Fig. 1: supply network
Pins as bars on the die edge. Tap cells in gray.
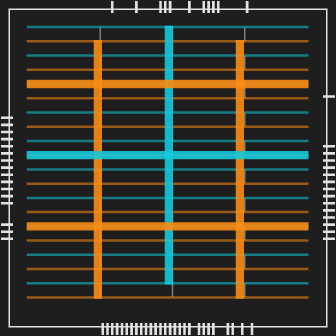
Fig. 2: placement by cell class
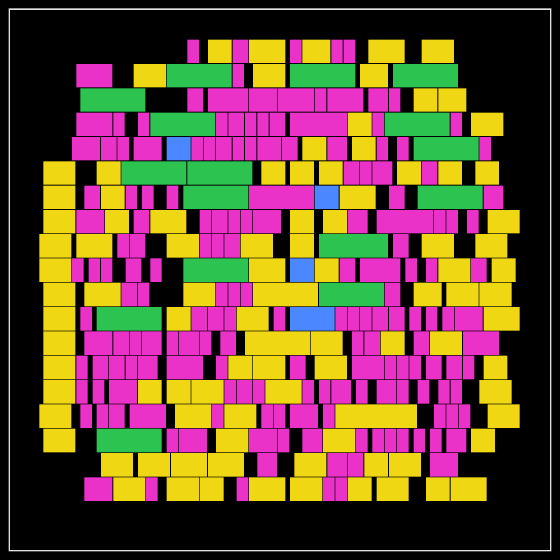
Fig. 3: clock distribution
Scale bar: 20 um.
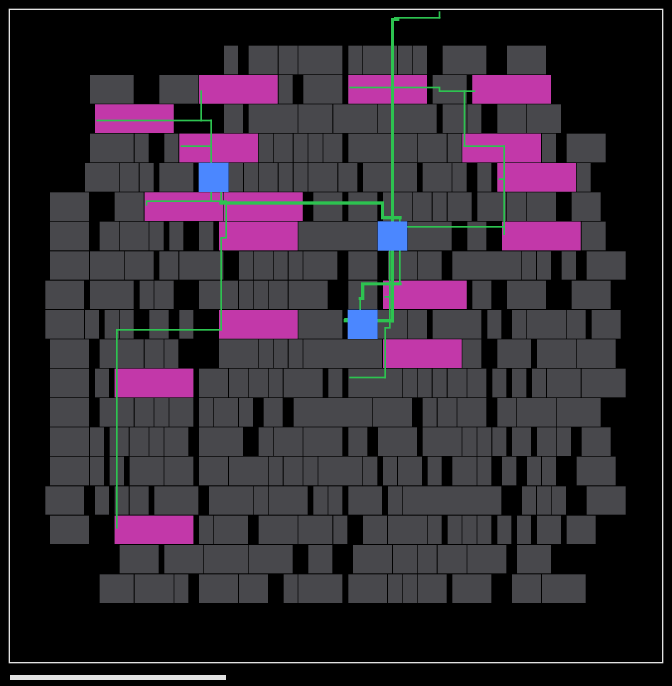
Fig. 4: wiring by layer
Scale bar: 20 um.
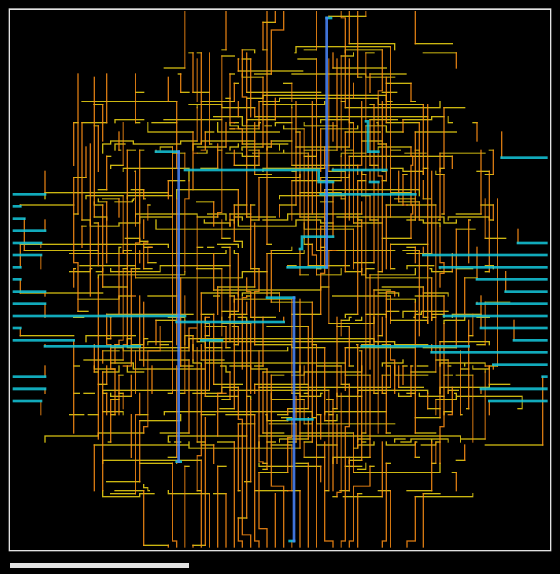
Fig. 5: congestion heat map
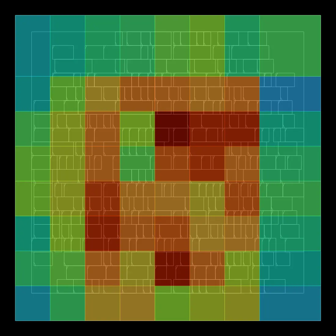
### src/rtl/regfile_access_arbiter_if.sv
// Debug-host request/response channel into the register-file access arbiter.
// The master modport is the debug host and the slave modport is the arbiter.
interface regfile_access_arbiter_if #(
    parameter int DATA_W = 8,
    parameter int ADDR_W = 5
);
    logic              req_valid;
    logic              req_write;
    logic [ADDR_W-1:0] req_addr;
    logic [DATA_W-1:0] req_wdata;
    logic              req_ready;
    logic              rsp_valid;
    logic [DATA_W-1:0] rsp_rdata;

    modport master (
        output req_valid, req_write, req_addr, req_wdata,
        input  req_ready, rsp_valid, rsp_rdata
    );

    modport slave (
        input  req_valid, req_write, req_addr, req_wdata,
        output req_ready, rsp_valid, rsp_rdata
    );
endinterface

### src/rtl/regfile_access_arbiter.sv
// Arbitrates the PICO_MIPS register-file write port between CPU write-back and a debug host.
// CPU write-back has priority, and a starvation counter stalls the CPU for one cycle so a waiting debug write can land.
module regfile_access_arbiter #(
    parameter int DATA_W     = 8,
    parameter int ADDR_W     = 5,
    parameter int STARVE_MAX = 4
) (
    input  logic                      i_clk,
    input  logic                      i_rst,
    input  logic                      i_cpu_we,
    input  logic [ADDR_W-1:0]         i_cpu_waddr,
    input  logic [DATA_W-1:0]         i_cpu_wdata,
    output logic                      o_cpu_stall,
    regfile_access_arbiter_if.slave   dbg,
    output logic                      o_rf_we,
    output logic [ADDR_W-1:0]         o_rf_waddr,
    output logic [DATA_W-1:0]         o_rf_wdata,
    output logic [ADDR_W-1:0]         o_rf_raddr,
    input  logic [DATA_W-1:0]         i_rf_rdata
);
    localparam int CNT_W = 4;

    typedef enum logic [1:0] {S_IDLE, S_STALL, S_RESP} state_t;

    state_t             r_state, w_next;
    logic [CNT_W-1:0]   r_starve_cnt, w_cnt_next;
    logic               r_cpu_stall;
    logic               r_rsp_valid;
    logic [DATA_W-1:0]  r_rsp_rdata;
    logic               w_accept;
    logic               w_dbg_wr;
    logic [DATA_W-1:0]  w_capture;

    always_ff @(posedge i_clk) begin
        if (i_rst) begin
            r_state      <= S_IDLE;
            r_starve_cnt <= '0;
            r_cpu_stall  <= 1'b0;
            r_rsp_valid  <= 1'b0;
            r_rsp_rdata  <= '0;
        end else begin
            r_state      <= w_next;
            r_starve_cnt <= w_cnt_next;
            r_cpu_stall  <= (w_next == S_STALL);
            r_rsp_valid  <= w_accept;
            if (w_accept)
                r_rsp_rdata <= w_capture;
        end
    end

    always_comb begin
        w_next     = r_state;
        w_cnt_next = r_starve_cnt;
        w_accept   = 1'b0;
        case (r_state)
            S_IDLE: begin
                if (!dbg.req_valid) begin
                    w_cnt_next = '0;
                end else if (!dbg.req_write || !i_cpu_we) begin
                    w_accept   = 1'b1;
                    w_cnt_next = '0;
                    w_next     = S_RESP;
                end else begin
                    // Denied debug write: the CPU keeps the port this cycle.
                    w_cnt_next = r_starve_cnt + 1'b1;
                    if (r_starve_cnt == CNT_W'(STARVE_MAX - 1))
                        w_next = S_STALL;
                end
            end
            S_STALL: begin
                if (dbg.req_valid) begin
                    w_accept   = 1'b1;
                    w_cnt_next = '0;
                    w_next     = S_RESP;
                end else begin
                    w_next = S_IDLE;
                end
            end
            S_RESP:  w_next = S_IDLE;
            default: w_next = S_IDLE;
        endcase
        if (i_rst)
            w_accept = 1'b0;
    end

    assign w_dbg_wr = w_accept && dbg.req_write;

    // Reads see a same-cycle CPU write to the same index, not the stale file contents.
    assign w_capture = dbg.req_write ? dbg.req_wdata :
                       (i_cpu_we && (i_cpu_waddr == dbg.req_addr)) ? i_cpu_wdata : i_rf_rdata;

    assign o_rf_we    = w_dbg_wr || (i_cpu_we && (r_state != S_STALL) && !i_rst);
    assign o_rf_waddr = w_dbg_wr ? dbg.req_addr  : i_cpu_waddr;
    assign o_rf_wdata = w_dbg_wr ? dbg.req_wdata : i_cpu_wdata;
    assign o_rf_raddr = dbg.req_addr;

    assign dbg.req_ready = w_accept;
    assign dbg.rsp_valid = r_rsp_valid;
    assign dbg.rsp_rdata = r_rsp_rdata;
    assign o_cpu_stall   = r_cpu_stall;
endmodule

### src/flat_wrapper.sv
// flat-port wrapper written by rule: the top's interface ports become plain ports
module regfile_access_arbiter_flat 
#(
    parameter int DATA_W     = 8,
    parameter int ADDR_W     = 5,
    parameter int STARVE_MAX = 4
)
  (i_clk, i_rst, i_cpu_we, i_cpu_waddr, i_cpu_wdata, o_cpu_stall, o_rf_we, o_rf_waddr, o_rf_wdata, o_rf_raddr, i_rf_rdata, dbg_req_valid, dbg_req_write, dbg_req_addr, dbg_req_wdata, dbg_req_ready, dbg_rsp_valid, dbg_rsp_rdata);
  regfile_access_arbiter_if #(.DATA_W(DATA_W), .ADDR_W(ADDR_W)) dbg_i ();
  input  logic i_clk;
  input  logic i_rst;
  input  logic i_cpu_we;
  input  logic [ADDR_W-1:0] i_cpu_waddr;
  input  logic [DATA_W-1:0] i_cpu_wdata;
  output logic o_cpu_stall;
  output logic o_rf_we;
  output logic [ADDR_W-1:0] o_rf_waddr;
  output logic [DATA_W-1:0] o_rf_wdata;
  output logic [ADDR_W-1:0] o_rf_raddr;
  input  logic [DATA_W-1:0] i_rf_rdata;
  input wire logic [$bits(dbg_i.req_valid)-1:0] dbg_req_valid;
  input wire logic [$bits(dbg_i.req_write)-1:0] dbg_req_write;
  input wire logic [$bits(dbg_i.req_addr)-1:0] dbg_req_addr;
  input wire logic [$bits(dbg_i.req_wdata)-1:0] dbg_req_wdata;
  output wire logic [$bits(dbg_i.req_ready)-1:0] dbg_req_ready;
  output wire logic [$bits(dbg_i.rsp_valid)-1:0] dbg_rsp_valid;
  output wire logic [$bits(dbg_i.rsp_rdata)-1:0] dbg_rsp_rdata;
  assign dbg_i.req_valid = dbg_req_valid;
  assign dbg_i.req_write = dbg_req_write;
  assign dbg_i.req_addr = dbg_req_addr;
  assign dbg_i.req_wdata = dbg_req_wdata;
  assign dbg_req_ready = dbg_i.req_ready;
  assign dbg_rsp_valid = dbg_i.rsp_valid;
  assign dbg_rsp_rdata = dbg_i.rsp_rdata;
  regfile_access_arbiter #(.DATA_W(DATA_W), .ADDR_W(ADDR_W), .STARVE_MAX(STARVE_MAX)) u_core (.i_clk(i_clk), .i_rst(i_rst), .i_cpu_we(i_cpu_we), .i_cpu_waddr(i_cpu_waddr), .i_cpu_wdata(i_cpu_wdata), .o_cpu_stall(o_cpu_stall), .dbg(dbg_i), .o_rf_we(o_rf_we), .o_rf_waddr(o_rf_waddr), .o_rf_wdata(o_rf_wdata), .o_rf_raddr(o_rf_raddr), .i_rf_rdata(i_rf_rdata));
endmodule
### config.mk
export PLATFORM = sky130hd
export DESIGN_NAME = regfile_access_arbiter_flat
export DESIGN_NICKNAME = d
export VERILOG_FILES = /design/src/rtl/regfile_access_arbiter_if.sv /design/src/rtl/regfile_access_arbiter.sv /design/src/flat_wrapper.sv
export SDC_FILE = /design/constraint.sdc
export NUM_CORES = 1
export LEC_CHECK = 0
export ABC_AREA = 1
export CAP_MARGIN = 10
export CORE_MARGIN = 3
export CORE_UTILIZATION = 41
export CTS_CLUSTER_DIAMETER = 120
export CTS_CLUSTER_SIZE = 40
export DETAILED_ROUTE_END_ITERATION = 10
export MAX_ROUTING_LAYER = met4
export PLACE_DENSITY = 0.9
export SYNTH_ARGS = -nofsm -noshare
export SYNTH_HDL_FRONTEND = slang
export SYNTH_SLANG_ARGS = --single-unit
### constraint.sdc
create_clock -name i_clk -period 1.7 [get_ports i_clk]
set_input_delay 0.255 -clock i_clk [delete_from_list [all_inputs] [get_ports i_clk]]
set_output_delay 0.255 -clock i_clk [all_outputs]
set_load 0.03 [all_outputs]
==> run_results.csv <==
group,metric,value,unit
status,outcome,"finished with violations",
status,violated_checks,"negative setup slack",
synth,ys_chip_area,0.001212,sq mm
setup_path,critical_path.max_fanout,6,
clock_tree,tritoncts.num_buffers,3,
timing,layout_min_cycle_time,1.817,ns
timing,final.setup_skew,0.001302,ns
power_and_ir_drop,share_clk_of_total_power,22.2,%
clock_tree,post_cts_hold_buffer_count,0,
drt,top_layer,"met4",
placed_design,detailedPlace.worstSlack,-0.1742,ns
synth,ys.warnings.count,0,
clock_tree,cts_tree,"done",
timing,slew_violations,0,
placed_design,post-dp-hpwl,2.736,mm
synth,yosys-stat-cells,200,
drt,drt_iter0_drc,48,
layout,mostFrequentLayoutCell,"sky130_fd_sc_hd__nand2_1",
global_route,grt-ovfl-total,0,
layout,flow.area_growth_from_synthesis,85.35,%
placed_design,rd_place_congestion,0.7929,
layout,final_net_count,331,
synth,syn_area_per_cell,6.062,sq um
drt,drcViolationCount,0,
synth,synth.largest_area_cell,"sky130_fd_sc_hd__dfxtp_1",
power_and_ir_drop,power_switching_share,34.26,%
setup_path,data_arrival_time_of_the_worst_path,1.56,ns
layout,post_layout_utilization_of_the_core,80.79,%
die,initCoreUtil,43.59,%
synth,ys_dominant_reg_cell,"sky130_fd_sc_hd__dfxtp_1",
timing,final_min_period_over_clock_period,106.9,%
synth,topCellsByArea,"sky130_fd_sc_hd__dfxtp_1 (26%), sky130_fd_sc_hd__nand2_1 (17%), sky130_fd_sc_hd__inv_1 (13%), sky130_fd_sc_hd__nand3_1 (7.8%), sky130_fd_sc_hd__o21ai_0 (6.6%)",
layout,design_area,0.002247,sq mm
synth,ys_seq_share,26.42,%
drt,routed_vias,1584,
timing,timing.max_slew.rel_slack,67.53,%
clock_tree,cts.clk_slew.worst_paths,0.09,ns
placed_design,placedInstanceArea,0.001962,sq mm
clock_tree,clock_insertion_delay_worst_skew,0.29,ns
global_route,grt_start_max_net_pins,14,
flow_run,cap_viol_max_count,0,
timing,final.setup.worst_slack,-0.1172,ns
die,core_area,0.002781,sq mm
synth,synth_area,0.001212,sq mm
timing,rsz0062_at_grt,"true",
synth,ys_async_sr_fraction,0,%
setup_path,critical_path.endpoint_type,"output port",
synth,number_of_nets_at_floorplan,240,
timing,worst_slew_pin_slew,0.4819,ns
layout,layout.cells.non_filler,321,
layout,antennaDiodeCount,0,
power_and_ir_drop,share_comb_of_total_power,43.3,%
placed_design,placedCellCount,308,
power_and_ir_drop,power_density_relative_to_cell_area,508.9,mW/mm^2
timing,max_freq,550.3,MHz
drt,met3_length,263,um
power_and_ir_drop,internal-power,0.0007517,W
power_and_ir_drop,p_leak,1.140,nW
power_and_ir_drop,vdd_drop_max,541.4,uV
synth,synthCells,200,
setup_path,required,1.44,ns
die,std_cell_rows,19,
placed_design,portBuffers,68,
synth,synth_dominant_cell_count,"sky130_fd_sc_hd__nand2_1",
timing,hold_ws,0.4727,ns
hold_path,hp-class,"reg2reg",
timing,finalHoldViolCount,0,
layout,lay_top_cells,"sky130_fd_sc_hd__nand2_1 (45), sky130_fd_sc_hd__clkdlybuf4s50_1 (44), sky130_fd_sc_hd__inv_1 (40)",
drt,route.final.wire_length,4.423,mm
synth,synthDominantCellAreaShare,26.42,%
synth,post_synth_num_cell_types,26,
die,die_area,0.003646,sq mm
timing,timing.final.setup_violations,13,
die,ios,69,
die,die-width,60.38,um
setup_path,slowest_stage,"sky130_fd_sc_hd__dfxtp_2",
setup_path,worstSetupStartpointType,"flop",
synth,enable_flop_cells,0,
## Picture notes: Fig. 1
cyan -> VDD
orange -> VSS
tap cells = 31
met4 straps = 3
met1 rails = 20
signal pins = 69

## Picture notes: Fig. 2
green -> flip-flops  # cells 16
magenta -> all other logic  # cells 175
blue -> clock drivers and dummy loads  # cells 4
yellow -> other buffers and delay cells  # cells 95

## Picture notes: Fig. 3
green -> clock wires  # length 205 um
magenta -> flip-flops  # count 16
blue -> cells driving clock nets  # count 3
routed clock nets = 4

## Picture notes: Fig. 4
blue -> met4  # wire length 89.8 um
cyan -> met3  # wire length 264 um
orange -> met2  # wire length 2,350 um
yellow -> met1  # wire length 1,720 um

## Picture notes: Fig. 5
grt peak-use layer: met2
M2 GR Usage: 36.11%
global router's overall resource usage: 21.44%
fraction of met1 tracks used by global routing: 25.23%
average detailed-routed wire length per instance: 13.78 um

-- power groups by stage --
stage / clock network [W] / registers (W) / logic [W]
final: 0.000253 / 0.000395 / 0.000495
after global routing: 0.000274 / 0.000397 / 0.000524
after CTS: 0.000261 / 0.000395 / 0.000449
after detailed placement: 0 / 0.000403 / 0.000422
after global placement: 0 / 0.000403 / 0.000417
after floorplan: 0 / 0.000423 / 0.000199
-- worst paths after layout --
kind                          start                       to  slack [ns]  cells past startpoint
min          u_core.r_starve_cnt[3]   u_core.r_starve_cnt[3]        0.47                      2
min reg2reg  u_core.r_starve_cnt[3]   u_core.r_starve_cnt[3]        0.47                      2
max reg2reg       u_core.r_state[1]  u_core.dbg.rsp_rdata[1]        0.18                     12
max               u_core.r_state[1]            o_rf_waddr[1]       -0.12                      9
-- final cells by class --
class	count	area (sq um)	area share, %
timing repair buffer	95	923.4	41.09
multi-input combinational	128	748.2	33.30
sequential	16	321.6	14.31
inverter	47	178.9	7.962
tap	31	38.79	1.726
clock buffer	4	36.28	1.615
-- cell families after synthesis --
group	synth area share [%]
flops	26.42
buf+inv	20.23
simple gates	37.46
compound gates	14.14
fa+ha+maj	1.032
xor+xnor	0.7225
-- critical path: cells and delay by family, from the launching register on --
family,cells,cell delay [ns]
compound gates,1,0.06
simple gates,4,0.37
flops,1,0.34
buf+inv,4,0.49
-- sequential cells by signal (all words and copies together) (netlist names) --
signal,count
u_core.dbg.rsp_rdata,8
u_core.r_starve_cnt,4
u_core.r_state,2
u_core.dbg.rsp_valid,1
u_core.o_cpu_stall,1
-- repair_timing --
item                       CTS  global route
setup endpoints to repair   15            14
buffers inserted             6             2
gates resized               24            35
pin swaps                    3             1
gates cloned                 1             1
Power is estimated from default activity; no workload was simulated.
